## src/rtl/fp16_seq_multiplier.sv

```systemverilog
// Sequential fp16 multiplier: 11-step shift-add mantissa multiply, one normalize
// step, truncation. Denormals flush to zero; NaN is treated as infinity.
module fp16_seq_multiplier #(
  parameter int BIAS = 15
) (
  input  logic        CLK,
  input  logic        RESET,
  input  logic        START,
  input  logic [15:0] A,
  input  logic [15:0] B,
  output logic        BUSY,
  output logic        DONE,
  output logic [15:0] Product,
  output logic [1:0]  dbg_state_o
);

  // Handshake: START is sampled only in IDLE; an accepted request raises BUSY
  // on the accept edge, and exactly 13 edges later Product updates with a
  // one-cycle DONE while BUSY drops. START at any other time is dropped.
  typedef enum logic [1:0] {S_IDLE, S_MUL, S_NORM, S_OUT} state_t;

  state_t      state_q, state_d;
  logic        sign_q, sign_d;
  logic [4:0]  ea_q, ea_d, eb_q, eb_d;
  logic [10:0] ma_q, ma_d, mb_q, mb_d;
  logic [21:0] p_q, p_d;
  logic [3:0]  cnt_q, cnt_d;
  logic [15:0] res_q, res_d;
  logic [15:0] product_q, product_d;
  logic        done_q, done_d;
  logic        busy_q, busy_d;

  logic [6:0]  e_raw;
  logic [9:0]  frac_sel;
  logic        e_under, e_over;
  logic [15:0] res_norm;

  // Exponent in 7-bit two's complement so underflow shows up as a set MSB.
  always_comb begin
    e_raw    = {2'b00, ea_q} + {2'b00, eb_q} - 7'(BIAS) + {6'd0, p_q[21]};
    frac_sel = p_q[21] ? p_q[20:11] : p_q[19:10];
    e_under  = e_raw[6] || (e_raw == 7'd0);
    e_over   = !e_raw[6] && (e_raw >= 7'd31);
    if (ea_q == 5'd0 || eb_q == 5'd0) begin
      res_norm = {sign_q, 15'h0000};
    end else if (ea_q == 5'd31 || eb_q == 5'd31) begin
      res_norm = {sign_q, 5'h1F, 10'h000};
    end else if (e_under) begin
      res_norm = {sign_q, 15'h0000};
    end else if (e_over) begin
      res_norm = {sign_q, 5'h1F, 10'h000};
    end else begin
      res_norm = {sign_q, e_raw[4:0], frac_sel};
    end
  end

  always_comb begin
    state_d   = state_q;
    sign_d    = sign_q;
    ea_d      = ea_q;
    eb_d      = eb_q;
    ma_d      = ma_q;
    mb_d      = mb_q;
    p_d       = p_q;
    cnt_d     = cnt_q;
    res_d     = res_q;
    product_d = product_q;
    done_d    = 1'b0;
    busy_d    = busy_q;
    case (state_q)
      S_IDLE: begin
        if (START) begin
          state_d = S_MUL;
          sign_d  = A[15] ^ B[15];
          ea_d    = A[14:10];
          eb_d    = B[14:10];
          ma_d    = {|A[14:10], A[9:0]};
          mb_d    = {|B[14:10], B[9:0]};
          p_d     = 22'd0;
          cnt_d   = 4'd0;
          busy_d  = 1'b1;
        end
      end
      S_MUL: begin
        if (mb_q[cnt_q]) p_d = p_q + ({11'd0, ma_q} << cnt_q);
        cnt_d = cnt_q + 4'd1;
        if (cnt_q == 4'd10) state_d = S_NORM;
      end
      S_NORM: begin
        res_d   = res_norm;
        state_d = S_OUT;
      end
      S_OUT: begin
        product_d = res_q;
        done_d    = 1'b1;
        busy_d    = 1'b0;
        state_d   = S_IDLE;
      end
      default: state_d = S_IDLE;
    endcase
  end

  always_ff @(posedge CLK or posedge RESET) begin
    if (RESET) begin
      state_q   <= S_IDLE;
      sign_q    <= 1'b0;
      ea_q      <= 5'd0;
      eb_q      <= 5'd0;
      ma_q      <= 11'd0;
      mb_q      <= 11'd0;
      p_q       <= 22'd0;
      cnt_q     <= 4'd0;
      res_q     <= 16'h0000;
      product_q <= 16'h0000;
      done_q    <= 1'b0;
      busy_q    <= 1'b0;
    end else begin
      state_q   <= state_d;
      sign_q    <= sign_d;
      ea_q      <= ea_d;
      eb_q      <= eb_d;
      ma_q      <= ma_d;
      mb_q      <= mb_d;
      p_q       <= p_d;
      cnt_q     <= cnt_d;
      res_q     <= res_d;
      product_q <= product_d;
      done_q    <= done_d;
      busy_q    <= busy_d;
    end
  end

  assign BUSY        = busy_q;
  assign DONE        = done_q;
  assign Product     = product_q;
  assign dbg_state_o = state_q;

endmodule

```

## config.mk

```make
export PLATFORM = sky130hd
export DESIGN_NAME = fp16_seq_multiplier
export DESIGN_NICKNAME = d
export VERILOG_FILES = /design/src/rtl/fp16_seq_multiplier.sv
export SDC_FILE = /design/constraint.sdc
export NUM_CORES = 1
export LEC_CHECK = 0
export CAP_MARGIN = 40
export CORE_MARGIN = 2
export CORE_UTILIZATION = 40
export DETAILED_ROUTE_END_ITERATION = 10
export PLACE_DENSITY = 0.66
export SYNTH_ARGS = -nofsm -noshare
export SYNTH_HDL_FRONTEND = slang
export SYNTH_SLANG_ARGS = --single-unit
```

## constraint.sdc

```tcl
create_clock -name CLK -period 8.3 [get_ports CLK]
set_input_delay 1.245 -clock CLK [delete_from_list [all_inputs] [get_ports CLK]]
set_output_delay 1.245 -clock CLK [all_outputs]
set_load 0.02 [all_outputs]
```

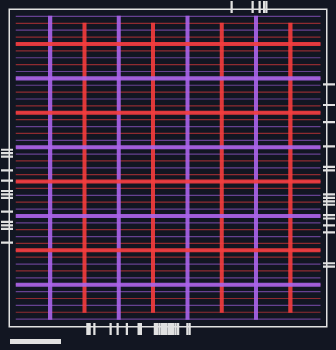
(images/pdn.png)
Scale bar: 20 µm. Pins as bars on the die edge.
color	net
red	VDD
purple	VSS
signal pins	55
met5 straps	8
rows	44
met4 straps	8

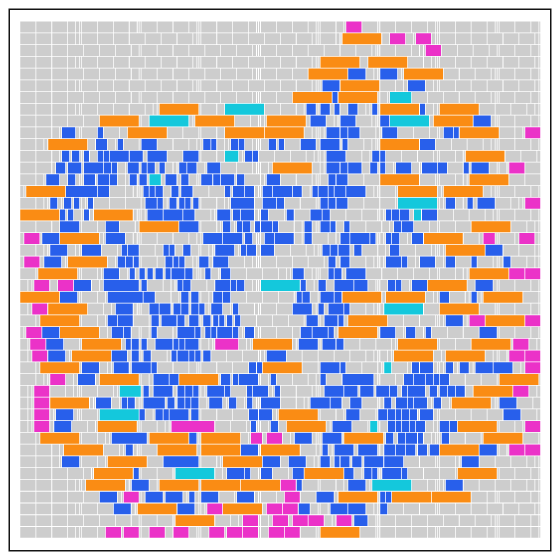
(images/cell_classes.png)
Fill, decap, tap and diode cells in gray.
color	class	cells	share of their area
blue	all other logic	473	51%
cyan	clock drivers and dummy loads	16	4.3%
orange	flops	95	36%
magenta	other buffers and delay cells	58	9.0%

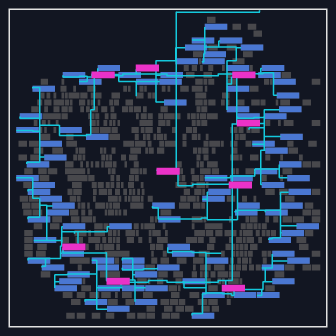
(images/clock_map.png)
[blue] flip-flops | count: 95
[cyan] clock wires | length: 1260 µm
[magenta] cells driving clock nets | count: 9
routed clock nets	10
clock power share: 14.3%
setup skew after layout: 10.4 ps
Clock Latency Late Sink: 350 ps
clk pwr: 0.000397 W

==> results_dict.tcl <==
# flow metrics
set metrics [dict create \
    crit_required_ps 8540 \
    seq_power_w 0.000788 \
    total_power_w 0.00277 \
    cts_tree "built" \
    cp_slowest_stage_delay_ps 770 \
    seq_area_um2 2380 \
    xor_share_pct 2.25 \
    synth_cells 594 \
    combinationalPower_w 0.00159 \
    grt-busiest-layer "met2" \
    ys_top_logic_family "AND-OR/OR-AND gates" \
    use_met2_pct 27.2 \
    setup_viol 0 \
    largest_area_cell "dfrtp_1" \
    status "complete, no violations" \
    postCtsSetupBuffers 0 \
    ys_seq_share_pct 40.6 \
    lay_top_count "dfrtp_1" \
    path_delay_family "AND-OR/OR-AND gates" \
    flop_cell "dfrtp_1" \
    ff2ff_setup_slack_ps 4370 \
    p_int_w 0.00156 \
    critical_path_buf_inv_count 1 \
    crit_type "flop to flop" \
    final_core_util_pct 47.4 \
    drv_cap 0 \
    htree_levels 3 \
    clock-root-buffer "clkbuf_16" \
    wirelength_mm 12.8 \
    top_layer "met4" \
    fin_ws_ps 4370 \
    syn_area_per_cell_um2 9.85 \
    power_switching_w 0.00121 \
    seqPwrFrac_pct 28.4 \
    swShare_pct 43.5 \
    synth_flop_count 95 \
    grt_pass1_vias 4521 \
    worst_path_most_repeated_cell "a21oi_1" \
    ant_nets 0 \
    cp_slowest_cell "dfrtp_1" \
    dominant_cells "combinational gates" \
    hold_ws_ps 496 \
    hold_start "p_q[4]" \
    gr-usage-met3_pct 4.11 \
    fp_util_pct 40.6 \
    crit_chain "clkinv_1 -> a21oi_1 -> a21oi_1 -> mux2i_1 -> ha_1 -> a21o_1 -> a21o_1 -> a21oi_1 -> o21ai_0 -> or4_1 -> a32o_1" \
    grt_start_max_net_pins 63 \
    core_area_um2 14400 \
    drt_first_pass_iters 4 \
    fin_crit_ps 3930 \
    async_flop_share_pct 100 \
    ir_drop_uv 159 \
    rsz0062_at_grt "no" \
    worst_setup_path_end_kind "flop" \
    via_per_inst 5.47 \
    yosys_warnings 0 \
    r2r_cells 11 \
    cts_made_buffers 9 \
    hold_viol_final 0 \
    clkCellAreaFrac_pct 4.15 \
    pre_cts_ws_ps 4440 \
    comb_cells 435 \
    antenna_found_initial 0 \
    grtUsageMet1_pct 23.9 \
    sh_comb_area_pct 46.9 \
    grt_overflow 0 \
    logic_area_um2 3210 \
    nonClockBufferCount 58 \
    grt_pass1_wl_mm 22.3 \
    ys_sh_mux_pct 14.8 \
    worstPathArrival_ps 4170 \
    worstMarginPinSlew_ps 864 \
    yosysMostFrequentCell "dfrtp_1" \
    vias 4515 \
    area_growth_pct 17.0 \
    wl_met1_mm 6.23 \
    num_rows 44 \
    first_iter_violations 244 \
    dp.cells 810 \
]
Power is estimated from default activity; no workload was simulated.
